### config.mk
export PLATFORM = sky130hd
export DESIGN_NAME = vram_arbiter_flat
export DESIGN_NICKNAME = d
export VERILOG_FILES = /design/src/rtl/vram_arbiter_if.sv /design/src/rtl/vram_arbiter.sv /design/src/flat_wrapper.sv
export SDC_FILE = /design/constraint.sdc
export NUM_CORES = 1
export LEC_CHECK = 0
export CAP_MARGIN = 30
export CORE_MARGIN = 2
export CORE_UTILIZATION = 35
export DETAILED_ROUTE_END_ITERATION = 8
export PLACE_DENSITY = 0.76
export SKIP_LAST_GASP = 1
export SLEW_MARGIN = 15
export SYNTH_ARGS = -nofsm -noshare
export SYNTH_HDL_FRONTEND = slang
export SYNTH_SLANG_ARGS = --single-unit
### constraint.sdc
create_clock -name i_clk -period 1.5 [get_ports i_clk]
set_clock_uncertainty 0.05 [all_clocks]
set_input_delay 0.3 -clock i_clk [delete_from_list [all_inputs] [get_ports i_clk]]
set_output_delay 0.3 -clock i_clk [all_outputs]
set_load 0.05 [all_outputs]
### src/rtl/vram_arbiter_if.sv
// Signal bundle joining the VRAM arbiter to the scanout fetcher, the command write FIFO and the SRAM port.
interface vram_arbiter_if #(
  parameter int AWIDTH = 19,
  parameter int DWIDTH = 8
);
  logic              ScanReq;
  logic [AWIDTH-1:0] ScanAddr;
  logic [DWIDTH-1:0] ScanData;
  logic              ScanValid;
  logic              CmdHasData;
  logic [AWIDTH-1:0] CmdAddr;
  logic [DWIDTH-1:0] CmdData;
  logic              CmdPop;
  logic [AWIDTH-1:0] MemAddr;
  logic [DWIDTH-1:0] MemDataOut;
  logic [DWIDTH-1:0] MemDataIn;
  logic              MemWe;
  logic              MemOe;

  modport master (
    output ScanReq, ScanAddr, CmdHasData, CmdAddr, CmdData, MemDataIn,
    input  ScanData, ScanValid, CmdPop, MemAddr, MemDataOut, MemWe, MemOe
  );

  modport slave (
    input  ScanReq, ScanAddr, CmdHasData, CmdAddr, CmdData, MemDataIn,
    output ScanData, ScanValid, CmdPop, MemAddr, MemDataOut, MemWe, MemOe
  );
endinterface

### src/rtl/vram_arbiter.sv
// Single-port VRAM arbiter: scanout reads beat queued writes; each access holds MemOe/MemWe for
// ACCESS_CYCLES cycles then one idle turnaround cycle. VRAM_STARVE_GUARD_EN bounds write starvation.
module vram_arbiter #(
  parameter int AWIDTH        = 19,
  parameter int DWIDTH        = 8,
  parameter int ACCESS_CYCLES = 2,
  parameter int STARVE_LIMIT  = 16
) (
  input logic           i_clk,
  input logic           i_reset,
  vram_arbiter_if.slave bus
);

  localparam int CW = (ACCESS_CYCLES > 1) ? $clog2(ACCESS_CYCLES) : 1;
  localparam logic [CW-1:0] CNT_LOAD = CW'(ACCESS_CYCLES - 1);

  typedef enum logic [1:0] {
    IDLE  = 2'd0,
    READ  = 2'd1,
    WRITE = 2'd2
  } state_t;

  state_t            r_state;
  logic [CW-1:0]     r_cnt;
  logic [AWIDTH-1:0] r_mem_addr;
  logic [DWIDTH-1:0] r_mem_dout;
  logic              r_mem_we;
  logic              r_mem_oe;
  logic [DWIDTH-1:0] r_scan_data;
  logic              r_scan_valid;
  logic              r_cmd_pop;

  logic w_write_first;
  logic w_grant_write;
  logic w_grant_read;

`ifdef VRAM_STARVE_GUARD_EN
  localparam int SW = $clog2(STARVE_LIMIT + 1);
  logic [SW-1:0] r_streak;
  assign w_write_first = (r_streak == SW'(STARVE_LIMIT));
`else
  assign w_write_first = 1'b0;
`endif

  // A pending write overrides scan priority only once the scan streak has hit the limit.
  assign w_grant_write = bus.CmdHasData && (!bus.ScanReq || w_write_first);
  assign w_grant_read  = bus.ScanReq && !w_grant_write;

  always_ff @(posedge i_clk) begin
    if (i_reset) begin
      r_state      <= IDLE;
      r_cnt        <= '0;
      r_mem_addr   <= '0;
      r_mem_dout   <= '0;
      r_mem_we     <= 1'b0;
      r_mem_oe     <= 1'b0;
      r_scan_data  <= '0;
      r_scan_valid <= 1'b0;
      r_cmd_pop    <= 1'b0;
`ifdef VRAM_STARVE_GUARD_EN
      r_streak     <= '0;
`endif
    end else begin
      r_scan_valid <= 1'b0;
      r_cmd_pop    <= 1'b0;
      case (r_state)
        IDLE: begin
          if (w_grant_read) begin
            r_mem_addr <= bus.ScanAddr;
            r_mem_oe   <= 1'b1;
            r_cnt      <= CNT_LOAD;
            r_state    <= READ;
`ifdef VRAM_STARVE_GUARD_EN
            r_streak   <= bus.CmdHasData ? r_streak + 1'b1 : '0;
`endif
          end else if (w_grant_write) begin
            r_mem_addr <= bus.CmdAddr;
            r_mem_dout <= bus.CmdData;
            r_mem_we   <= 1'b1;
            r_cmd_pop  <= 1'b1;
            r_cnt      <= CNT_LOAD;
            r_state    <= WRITE;
`ifdef VRAM_STARVE_GUARD_EN
            r_streak   <= '0;
`endif
          end
        end
        READ: begin
          if (r_cnt != '0) begin
            r_cnt <= r_cnt - 1'b1;
          end else begin
            r_scan_data  <= bus.MemDataIn;
            r_scan_valid <= 1'b1;
            r_mem_oe     <= 1'b0;
            r_state      <= IDLE;
          end
        end
        WRITE: begin
          if (r_cnt != '0) begin
            r_cnt <= r_cnt - 1'b1;
          end else begin
            r_mem_we <= 1'b0;
            r_state  <= IDLE;
          end
        end
        default: begin
          r_mem_we <= 1'b0;
          r_mem_oe <= 1'b0;
          r_state  <= IDLE;
        end
      endcase
    end
  end

  assign bus.MemAddr    = r_mem_addr;
  assign bus.MemDataOut = r_mem_dout;
  assign bus.MemWe      = r_mem_we;
  assign bus.MemOe      = r_mem_oe;
  assign bus.ScanData   = r_scan_data;
  assign bus.ScanValid  = r_scan_valid;
  assign bus.CmdPop     = r_cmd_pop;

endmodule
### src/flat_wrapper.sv
// flat-port wrapper written by rule: the top's interface ports become plain ports
module vram_arbiter_flat 
#(
  parameter int AWIDTH        = 19,
  parameter int DWIDTH        = 8,
  parameter int ACCESS_CYCLES = 2,
  parameter int STARVE_LIMIT  = 16
)
  (i_clk, i_reset, bus_ScanReq, bus_ScanAddr, bus_CmdHasData, bus_CmdAddr, bus_CmdData, bus_MemDataIn, bus_ScanData, bus_ScanValid, bus_CmdPop, bus_MemAddr, bus_MemDataOut, bus_MemWe, bus_MemOe);
  vram_arbiter_if #(.AWIDTH(AWIDTH), .DWIDTH(DWIDTH)) bus_i ();
  input logic i_clk;
  input logic i_reset;
  input wire logic [$bits(bus_i.ScanReq)-1:0] bus_ScanReq;
  input wire logic [$bits(bus_i.ScanAddr)-1:0] bus_ScanAddr;
  input wire logic [$bits(bus_i.CmdHasData)-1:0] bus_CmdHasData;
  input wire logic [$bits(bus_i.CmdAddr)-1:0] bus_CmdAddr;
  input wire logic [$bits(bus_i.CmdData)-1:0] bus_CmdData;
  input wire logic [$bits(bus_i.MemDataIn)-1:0] bus_MemDataIn;
  output wire logic [$bits(bus_i.ScanData)-1:0] bus_ScanData;
  output wire logic [$bits(bus_i.ScanValid)-1:0] bus_ScanValid;
  output wire logic [$bits(bus_i.CmdPop)-1:0] bus_CmdPop;
  output wire logic [$bits(bus_i.MemAddr)-1:0] bus_MemAddr;
  output wire logic [$bits(bus_i.MemDataOut)-1:0] bus_MemDataOut;
  output wire logic [$bits(bus_i.MemWe)-1:0] bus_MemWe;
  output wire logic [$bits(bus_i.MemOe)-1:0] bus_MemOe;
  assign bus_i.ScanReq = bus_ScanReq;
  assign bus_i.ScanAddr = bus_ScanAddr;
  assign bus_i.CmdHasData = bus_CmdHasData;
  assign bus_i.CmdAddr = bus_CmdAddr;
  assign bus_i.CmdData = bus_CmdData;
  assign bus_i.MemDataIn = bus_MemDataIn;
  assign bus_ScanData = bus_i.ScanData;
  assign bus_ScanValid = bus_i.ScanValid;
  assign bus_CmdPop = bus_i.CmdPop;
  assign bus_MemAddr = bus_i.MemAddr;
  assign bus_MemDataOut = bus_i.MemDataOut;
  assign bus_MemWe = bus_i.MemWe;
  assign bus_MemOe = bus_i.MemOe;
  vram_arbiter #(.AWIDTH(AWIDTH), .DWIDTH(DWIDTH), .ACCESS_CYCLES(ACCESS_CYCLES), .STARVE_LIMIT(STARVE_LIMIT)) u_core (.i_clk(i_clk), .i_reset(i_reset), .bus(bus_i));
endmodule
Cell outlines without signal wires:
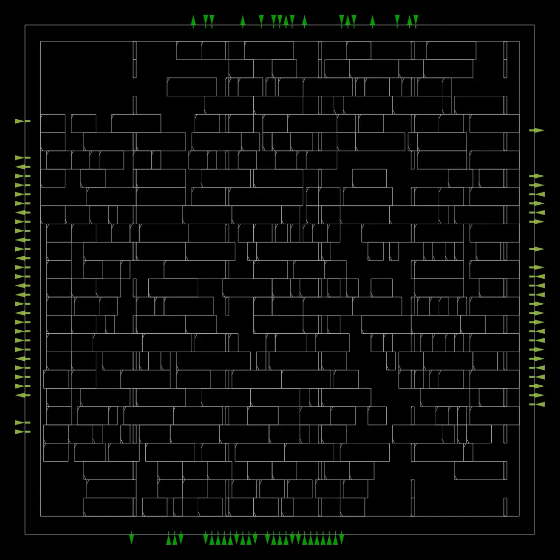
number of standard cells in the layout, taps in and fillers out: 356
core area: 5040 µm²
share of the core filled with cells: 0.680
number of tapcells: 70
placement row count: 26

Pin placement:
Scale: 6 px per µm. Pins as bars across the die edge, other pins in grey.
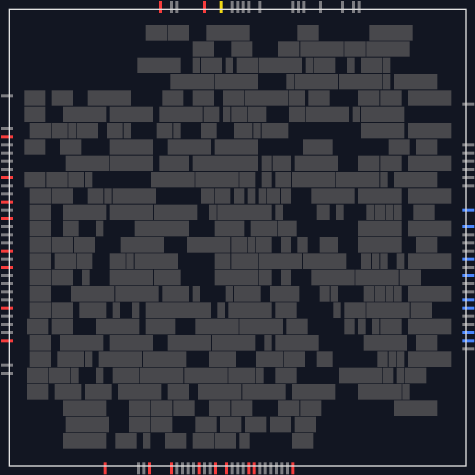
yellow -> bus_ScanReq  # pins 1, direction input, edge top
red -> bus_MemAddr  # pins 19, direction output, edge 9 bottom, 8 left, 2 top
blue -> bus_ScanData  # pins 8, direction output, edge right

Wiring by layer:
Scale: 4 px per µm. Two of the layers only.
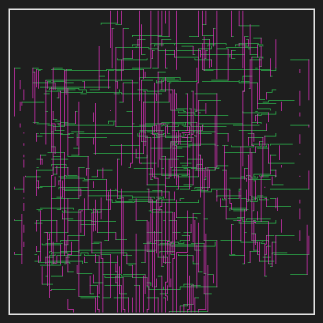
magenta -> metal 2  # wire length 2,400 µm
green -> metal 1  # wire length 1,720 µm

A small window of the routed layout:
Region (18, 18) to (58, 58) µm. Cells in grey, sequential cells in the stronger grey; small squares are vias.
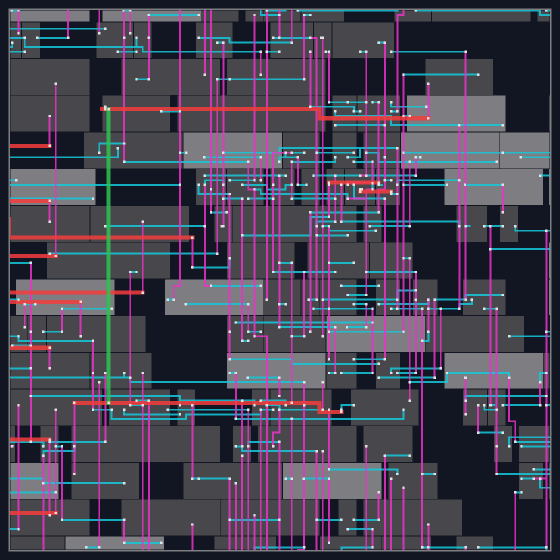
green -> metal 4
cyan -> metal 1
magenta -> metal 2
red -> metal 3
cells with their middle in the window = 89
most frequent = buf_12 (17), dfxtp_1 (12), nor2_1 (9)
sequential cells in the window = 12
netlist names of flops here include = u_core.bus.MemAddr (4), u_core.r_state (2)

Metal 2:
Scale: 4 px per µm.
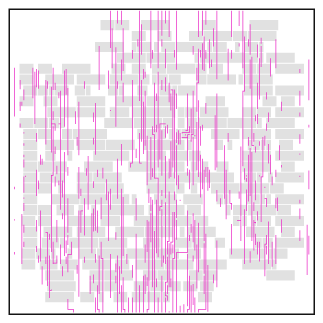
share of all routed wire = 52%
longest straight run = 29.6 µm
nets with wire on the layer = 290
main direction = vertical

==> flow_summary.toml <==
# generated from flow reports
[logic_synthesis]
number_of_standard_cells_after_synthesis = 186
syn_nets = 248
synth_area_um2 = 1810
ys_warnings = 0

[worst_hold_path]
type_of_the_worst_min_delay_path = "in2reg"
timing.hold.worst_path_depth = 2
hold-path-endpoint = "u_core.bus.MemDataOut[1]"

[run_status]
status = "finished clean"

[route]
detailroute.via_count = 1635
routed_via_density = 4.59
antenna_violating_nets_post_route = 0

[setup_path]
crit_path_start = "u_core.r_state[0]"
worst_r2r_startpoint = "u_core.r_state[0]"
path_max_fanout = 8

[finish]
logic_area_um2 = 872
nonClockBufferCount = 107
final-nonclk-buf-share = 0.429
layout_top_cells_excl_fill_tap = "56 x sky130_fd_sc_hd__clkdlybuf4s50_1, 42 x sky130_fd_sc_hd__dfxtp_1, 41 x sky130_fd_sc_hd__buf_12, 29 x sky130_fd_sc_hd__nor2_1, 27 x sky130_fd_sc_hd__mux2i_1"
fill_cells = 380
final_design_area_no_fill_um2 = 3430
insertedDiodeCount = 0

[power]
seq_power_share = 0.350
ir_worst_vdd_uv = 642
p_leak_nw = 1.42
pwr-share-clk = 0.274
power_density_nw_per_um2 = 1130
p_comb_frac = 0.376

[clock_tree]
tritoncts = "yes"

[die]
floorplan.die_area_um2 = 5760
core_util_floorplan = 0.359

[place]
postPlaceCellArea_um2 = 3250

[job]
maxCapViolations = 0

[timing]
unrepaired_setup_endpoints_after_global_routing = "yes"
post-route-worst-setup-slack_ps = 81.3
slew_violations = 0
hold_violations = 0
min_period_over_period = 0.946
max_slew_margin = 0.784
[flip-flops by register name (all words and copies together) (netlist names)]
| register | count |
|---|---|
| u_core.bus.MemAddr | 19 |
| u_core.bus.MemDataOut | 8 |
| u_core.r_state | 2 |
| u_core.bus.ScanData | 8 |
| u_core.bus.ScanValid | 1 |
| u_core.bus.MemWe | 1 |
| u_core.bus.MemOe | 1 |
| u_core.bus.CmdPop | 1 |
| u_core.r_cnt | 1 |
[routing by layer]
metal / vias up / GRT usage / routed length, µm
li1: 835 / - / -
met1: 731 / 0.172 / 1720
met2: 65 / 0.308 / 2400
met3: 4 / 0.0886 / 465
met4: 0 / 0.0409 / 40
met5: - / 0 / 0
[Yosys cell counts]
| library cell | n | area [µm²] |
|---|---|---|
| sky130_fd_sc_hd__o21a_1 | 1 | 7.51 |
| sky130_fd_sc_hd__buf_4 | 2 | 15.0 |
| sky130_fd_sc_hd__clkbuf_2 | 1 | 5.00 |
| sky130_fd_sc_hd__a211oi_1 | 11 | 82.6 |
| sky130_fd_sc_hd__inv_1 | 5 | 18.8 |
| sky130_fd_sc_hd__a211oi_2 | 11 | 138 |
| sky130_fd_sc_hd__mux2i_1 | 27 | 270 |
| sky130_fd_sc_hd__nor2b_1 | 1 | 6.26 |
| sky130_fd_sc_hd__a21oi_1 | 13 | 65.1 |
| sky130_fd_sc_hd__dfxtp_1 | 42 | 841 |
| sky130_fd_sc_hd__nand2_1 | 18 | 67.6 |
| sky130_fd_sc_hd__ha_1 | 4 | 50.1 |
| sky130_fd_sc_hd__a311oi_1 | 1 | 8.76 |
| sky130_fd_sc_hd__nand3_1 | 2 | 10.0 |
| sky130_fd_sc_hd__or3_1 | 1 | 6.26 |
| sky130_fd_sc_hd__buf_6 | 3 | 33.8 |
| sky130_fd_sc_hd__nand2b_1 | 1 | 6.26 |
| sky130_fd_sc_hd__or3b_1 | 1 | 8.76 |
| sky130_fd_sc_hd__buf_2 | 4 | 20.0 |
| sky130_fd_sc_hd__clkbuf_1 | 5 | 18.8 |
| sky130_fd_sc_hd__a31oi_1 | 2 | 12.5 |
| sky130_fd_sc_hd__nor2_1 | 29 | 109 |
| sky130_fd_sc_hd__nand3b_1 | 1 | 7.51 |
[critical path, stage by stage, from the launching register on]
cell	delay (ps)
sky130_fd_sc_hd__dfxtp_1	350
sky130_fd_sc_hd__buf_4	130
sky130_fd_sc_hd__ha_1	220
sky130_fd_sc_hd__nor2b_2	350
sky130_fd_sc_hd__nand2_1	110
sky130_fd_sc_hd__a21oi_1	140
[cell families (layout without fill, tap and decap cells)]
logic type               count (synthesis)  count (layout)  share of synthesized area
AND/OR/NAND/NOR                         54              54                      0.122
multiplexers                            27              27                      0.149
AND-OR/OR-AND                           39              39                      0.174
adder cells (fa/ha/maj)                  4               4                     0.0277
flip-flops                              42              42                      0.465
buffers and inverters                   20             120                     0.0616
[repair_timing]
action                                  in CTS  in global routing
cloned                                       0                  1
resized                                      2                  2
pin swaps                                    0                  0
endpoints found under the setup margin      10                 28
Power and IR drop assume default switching activity.
